### Wire density map

(3 px per µm) The die is cut into 21 by 21 equal tiles; white is low, dark blue is high, scaled to the fullest tile. Values are wire area over tile area, all layers added.
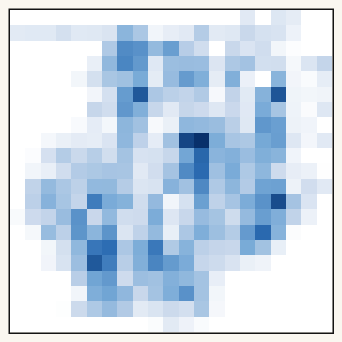
### Routing congestion map

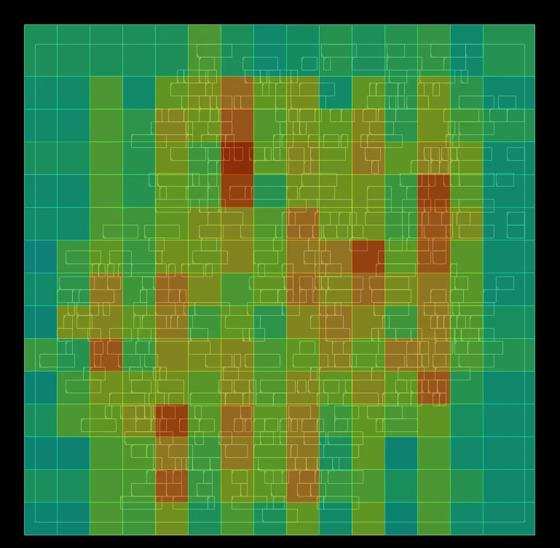
### Gate-type map

(3 px per µm)
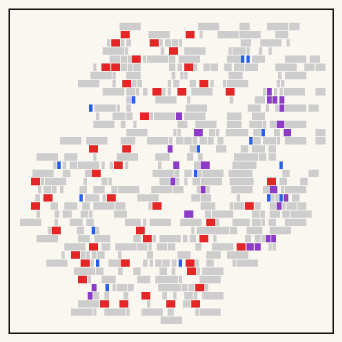
### I/O nets highlighted

(4 px per µm)
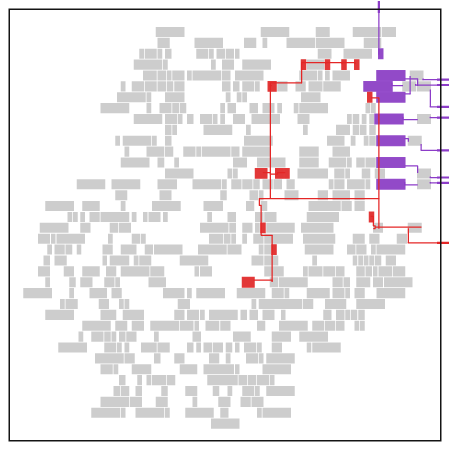
### Clock distribution

(4 px per µm)
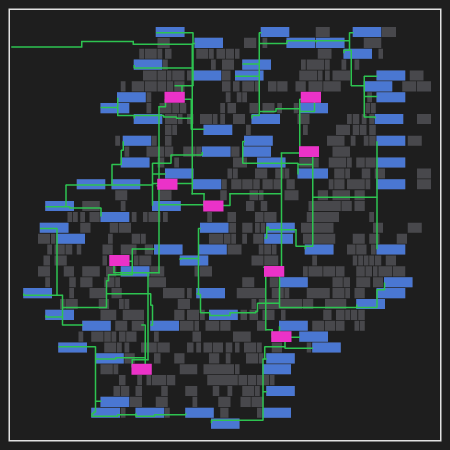
$ cat config.mk
export PLATFORM = sky130hd
export DESIGN_NAME = timer
export DESIGN_NICKNAME = d
export VERILOG_FILES = /design/src/rtl/timer_pkg.sv /design/src/rtl/seg7_decode.sv /design/src/rtl/timer.sv
export SDC_FILE = /design/constraint.sdc
export NUM_CORES = 1
export LEC_CHECK = 0
export CAP_MARGIN = 20
export CORE_MARGIN = 2
export CORE_UTILIZATION = 33
export CTS_BUF_LIST = sky130_fd_sc_hd__clkbuf_2 sky130_fd_sc_hd__clkbuf_4 sky130_fd_sc_hd__clkbuf_8
export DETAILED_ROUTE_END_ITERATION = 16
export PLACE_DENSITY_LB_ADDON = 0.15
export SYNTH_ARGS = -nofsm -noshare
export SYNTH_HDL_FRONTEND = slang
export SYNTH_SLANG_ARGS = --single-unit
$ cat constraint.sdc
create_clock -name clk -period 1.9 [get_ports clk]
set_input_delay 0.57 -clock clk [delete_from_list [all_inputs] [get_ports clk]]
set_output_delay 0.57 -clock clk [all_outputs]
set_load 0.02 [all_outputs]
$ cat src/rtl/timer_pkg.sv
// Shared constants for the 4-digit BCD timer: active-low segment patterns
// (dp off) and the digit-index width.
package timer_pkg;

  localparam int DIG_IDX_W = 2;

  typedef logic [DIG_IDX_W-1:0] dig_idx_t;
  typedef logic [3:0]           bcd_t;

  localparam logic [7:0] SEG_0     = 8'hC0;
  localparam logic [7:0] SEG_1     = 8'hF9;
  localparam logic [7:0] SEG_2     = 8'hA4;
  localparam logic [7:0] SEG_3     = 8'hB0;
  localparam logic [7:0] SEG_4     = 8'h99;
  localparam logic [7:0] SEG_5     = 8'h92;
  localparam logic [7:0] SEG_6     = 8'h82;
  localparam logic [7:0] SEG_7     = 8'hF8;
  localparam logic [7:0] SEG_8     = 8'h80;
  localparam logic [7:0] SEG_9     = 8'h90;
  localparam logic [7:0] SEG_BLANK = 8'hFF;

endpackage

$ cat src/rtl/seg7_decode.sv
// Combinational BCD to active-low seven-segment pattern; non-decimal codes
// leave the digit dark.
module seg7_decode
  import timer_pkg::*;
(
  input  logic [3:0] bcd,
  output logic [7:0] seg
);

  always_comb begin
    seg = SEG_BLANK;
    case (bcd)
      4'd0: seg = SEG_0;
      4'd1: seg = SEG_1;
      4'd2: seg = SEG_2;
      4'd3: seg = SEG_3;
      4'd4: seg = SEG_4;
      4'd5: seg = SEG_5;
      4'd6: seg = SEG_6;
      4'd7: seg = SEG_7;
      4'd8: seg = SEG_8;
      4'd9: seg = SEG_9;
      default: seg = SEG_BLANK;
    endcase
  end

endmodule

$ cat src/rtl/timer.sv
// Free-running 4-digit BCD seconds counter driving a multiplexed,
// active-low seven-segment display.
module timer
  import timer_pkg::*;
#(
  parameter int TICK_DIV = 100_000_000,
  parameter int SCAN_DIV = 100_000
) (
  input  logic       clk,
  input  logic       rst,
  output logic [7:0] seven_seg,
  output logic [3:0] digit_en
);

  localparam int PRE_W = (TICK_DIV > 1) ? $clog2(TICK_DIV) : 1;
  localparam int SCN_W = (SCAN_DIV > 1) ? $clog2(SCAN_DIV) : 1;
  localparam logic [PRE_W-1:0] PRE_MAX = PRE_W'(TICK_DIV - 1);
  localparam logic [SCN_W-1:0] SCN_MAX = SCN_W'(SCAN_DIV - 1);

  logic [PRE_W-1:0] presc_p0;
  logic [SCN_W-1:0] scan_p0;
  dig_idx_t         idx_p0;
  logic [3:0][3:0]  bcd_p0;
  logic [3:0][3:0]  bcd_nxt;
  logic             tick;
  logic             scan_wrap;
  logic             carry;
  bcd_t             cur_digit;
  logic [7:0]       cur_seg;
  logic [7:0]       seg_p1;
  logic [3:0]       en_p1;

  assign tick      = (presc_p0 == PRE_MAX);
  assign scan_wrap = (scan_p0 == SCN_MAX);

  // Decimal ripple increment; 9999 rolls over to 0000 with no extra flag.
  always_comb begin
    carry   = tick;
    bcd_nxt = bcd_p0;
    for (int i = 0; i < 4; i++) begin
      if (carry) begin
        if (bcd_p0[i] == 4'd9) begin
          bcd_nxt[i] = 4'd0;
        end else begin
          bcd_nxt[i] = bcd_p0[i] + 4'd1;
          carry      = 1'b0;
        end
      end
    end
  end

  // ---- stage p0: prescaler, scan counter, digit index, BCD count ----
  always_ff @(posedge clk) begin
    if (!rst) begin
      presc_p0 <= '0;
      scan_p0  <= '0;
      idx_p0   <= '0;
      bcd_p0   <= '0;
    end else begin
      presc_p0 <= tick ? '0 : presc_p0 + PRE_W'(1);
      scan_p0  <= scan_wrap ? '0 : scan_p0 + SCN_W'(1);
      if (scan_wrap) begin
        idx_p0 <= idx_p0 + dig_idx_t'(1);
      end
      bcd_p0 <= bcd_nxt;
    end
  end

  assign cur_digit = bcd_p0[idx_p0];

  seg7_decode u_seg7_decode (
    .bcd (cur_digit),
    .seg (cur_seg)
  );

  // ---- stage p1: registered display drive, dark while in reset ----
  always_ff @(posedge clk) begin
    if (!rst) begin
      seg_p1 <= SEG_BLANK;
      en_p1  <= 4'hF;
    end else begin
      seg_p1 <= cur_seg;
      en_p1  <= ~(4'b0001 << idx_p0);
    end
  end

  assign seven_seg = seg_p1;
  assign digit_en  = en_p1;

endmodule

==> results.cfg <==
; synthesis and place-and-route metrics
[status]
run_status = finished clean

[finish]
drive_gt1_frac = 0.172
layout.core_utilization = 0.408
layout_top_cell = sky130_fd_sc_hd__dfxtp_1
post-route-cell-area_um2 = 4230
register_area_um2 = 1460

[die]
fp.dieArea_um2 = 11600
core_region_area_um2 = 10400
initCoreUtil = 0.341
ios = 14
floorplan.die.height_um = 107

[pwr]
pint_mw = 2.25
power.switching_fraction = 0.238
post-layout-total-power_mw = 2.95
p_leak_nw = 1.54
top_power_group = sequential cells
powerDensity_nw_per_um2 = 696
p_seq_mw = 1.56
power_frac_comb = 0.041

[logic_synthesis]
adder_cell_fraction_of_synth_area = 0.0389
ys_top_cells_by_area = sky130_fd_sc_hd__dfxtp_1 (41%), sky130_fd_sc_hd__nor2_1 (7.4%), sky130_fd_sc_hd__xnor2_1 (5.9%)
compound_area_frac = 0.0432
synth-area-yosys_um2 = 3530
postSynthRegisterBits = 73
ranking_of_synthesized_cells_by_instance_count = sky130_fd_sc_hd__dfxtp_1 (73), sky130_fd_sc_hd__nor2_1 (70), sky130_fd_sc_hd__nand2_1 (35)
synth-cells-yosys = 394
net_count_after_synthesis = 407
postSynthAreaPerCell_um2 = 8.97
async_flop_share = 0

[final_timing]
min_period_over_period = 0.963
slew_violations = 0
fin_ws_ns = 0.0696

[setup_path]
path_cells = clkdlybuf4s50_1
critical_path_arrival_ns = 1.26
crit_slowest_cell = sky130_fd_sc_hd__clkdlybuf4s50_1

[detailed_routing]
ant_nets = 0
drc = 0
drt-initial-drc-count = 81
drt-vias-per-instance = 4.71

[grt]
track_usage = 0.131

[run]
warning_count = 34

[cts]
cts.sink_count = 73

[placed_design]
dp.final_hpwl_um = 4760
-- 'Wire density map' (at the start) --
tiles over half the peak: 10%
fullest tile: 0.42
emptiest ninth of the die: top left
mean over tiles: 0.092
nearly empty tiles: 30%
densest ninth of the die: middle

-- 'Routing congestion map' (at the start) --
M2 GR Usage: 0.203
most crowded layer after global routing: met2
met3 GRT Util: 0.0291
met1 routing resource usage after global routing: 0.169

-- 'Gate-type map' (at the start) --
legend:
  aoi and oai cells:
    color: purple
    cells: 24
    where: right middle
  inv cells:
    color: blue
    cells: 17
    most_used: inv_1
  xor and xnor cells:
    color: red
    cells: 45
    most_used: xnor2_1

-- 'I/O nets highlighted' (at the start) --
legend:
  `rst`:
    color: red
    bits: 1
    direction: input
    edge: right
    end_cells: 13
    wire: 183 µm
  `seven_seg`:
    color: purple
    bits: 8
    direction: output
    edge: 7 right, 1 top
    end_cells: 8
    wire: 68.6 µm

-- 'Clock distribution' (at the start) --
legend:
  clock-net drivers:
    color: magenta
    count: 9
  clock wires:
    color: green
    length: 1030 µm
  flip-flops:
    color: blue
    count: 73
routed clock nets: 10

==> path summary, 6_finish.rpt <==
kind | end | cells after the start | from | slack [ns]
max | digit_en[1] | 1 | digit_en[1]$_SDFF_PN1_ | 0.07
min | scan_p0[0]$_SDFF_PP0_ | 1 | scan_p0[0]$_SDFF_PP0_ | 0.47
max reg2reg | bcd_p0[12]$_SDFFE_PN0P_ | 5 | presc_p0[12]$_SDFF_PP0_ | 0.09
min reg2reg | scan_p0[0]$_SDFF_PP0_ | 1 | scan_p0[0]$_SDFF_PP0_ | 0.47
==> cell type report <==
cell class,instances,share of cell area
Sequential cell,73,0.345
Tap cell,136,0.0402
Timing Repair Buffer,45,0.0904
Multi-Input combinational cell,290,0.461
Clock buffer,10,0.0325
Clock inverter,6,0.0157
Inverter,17,0.0151
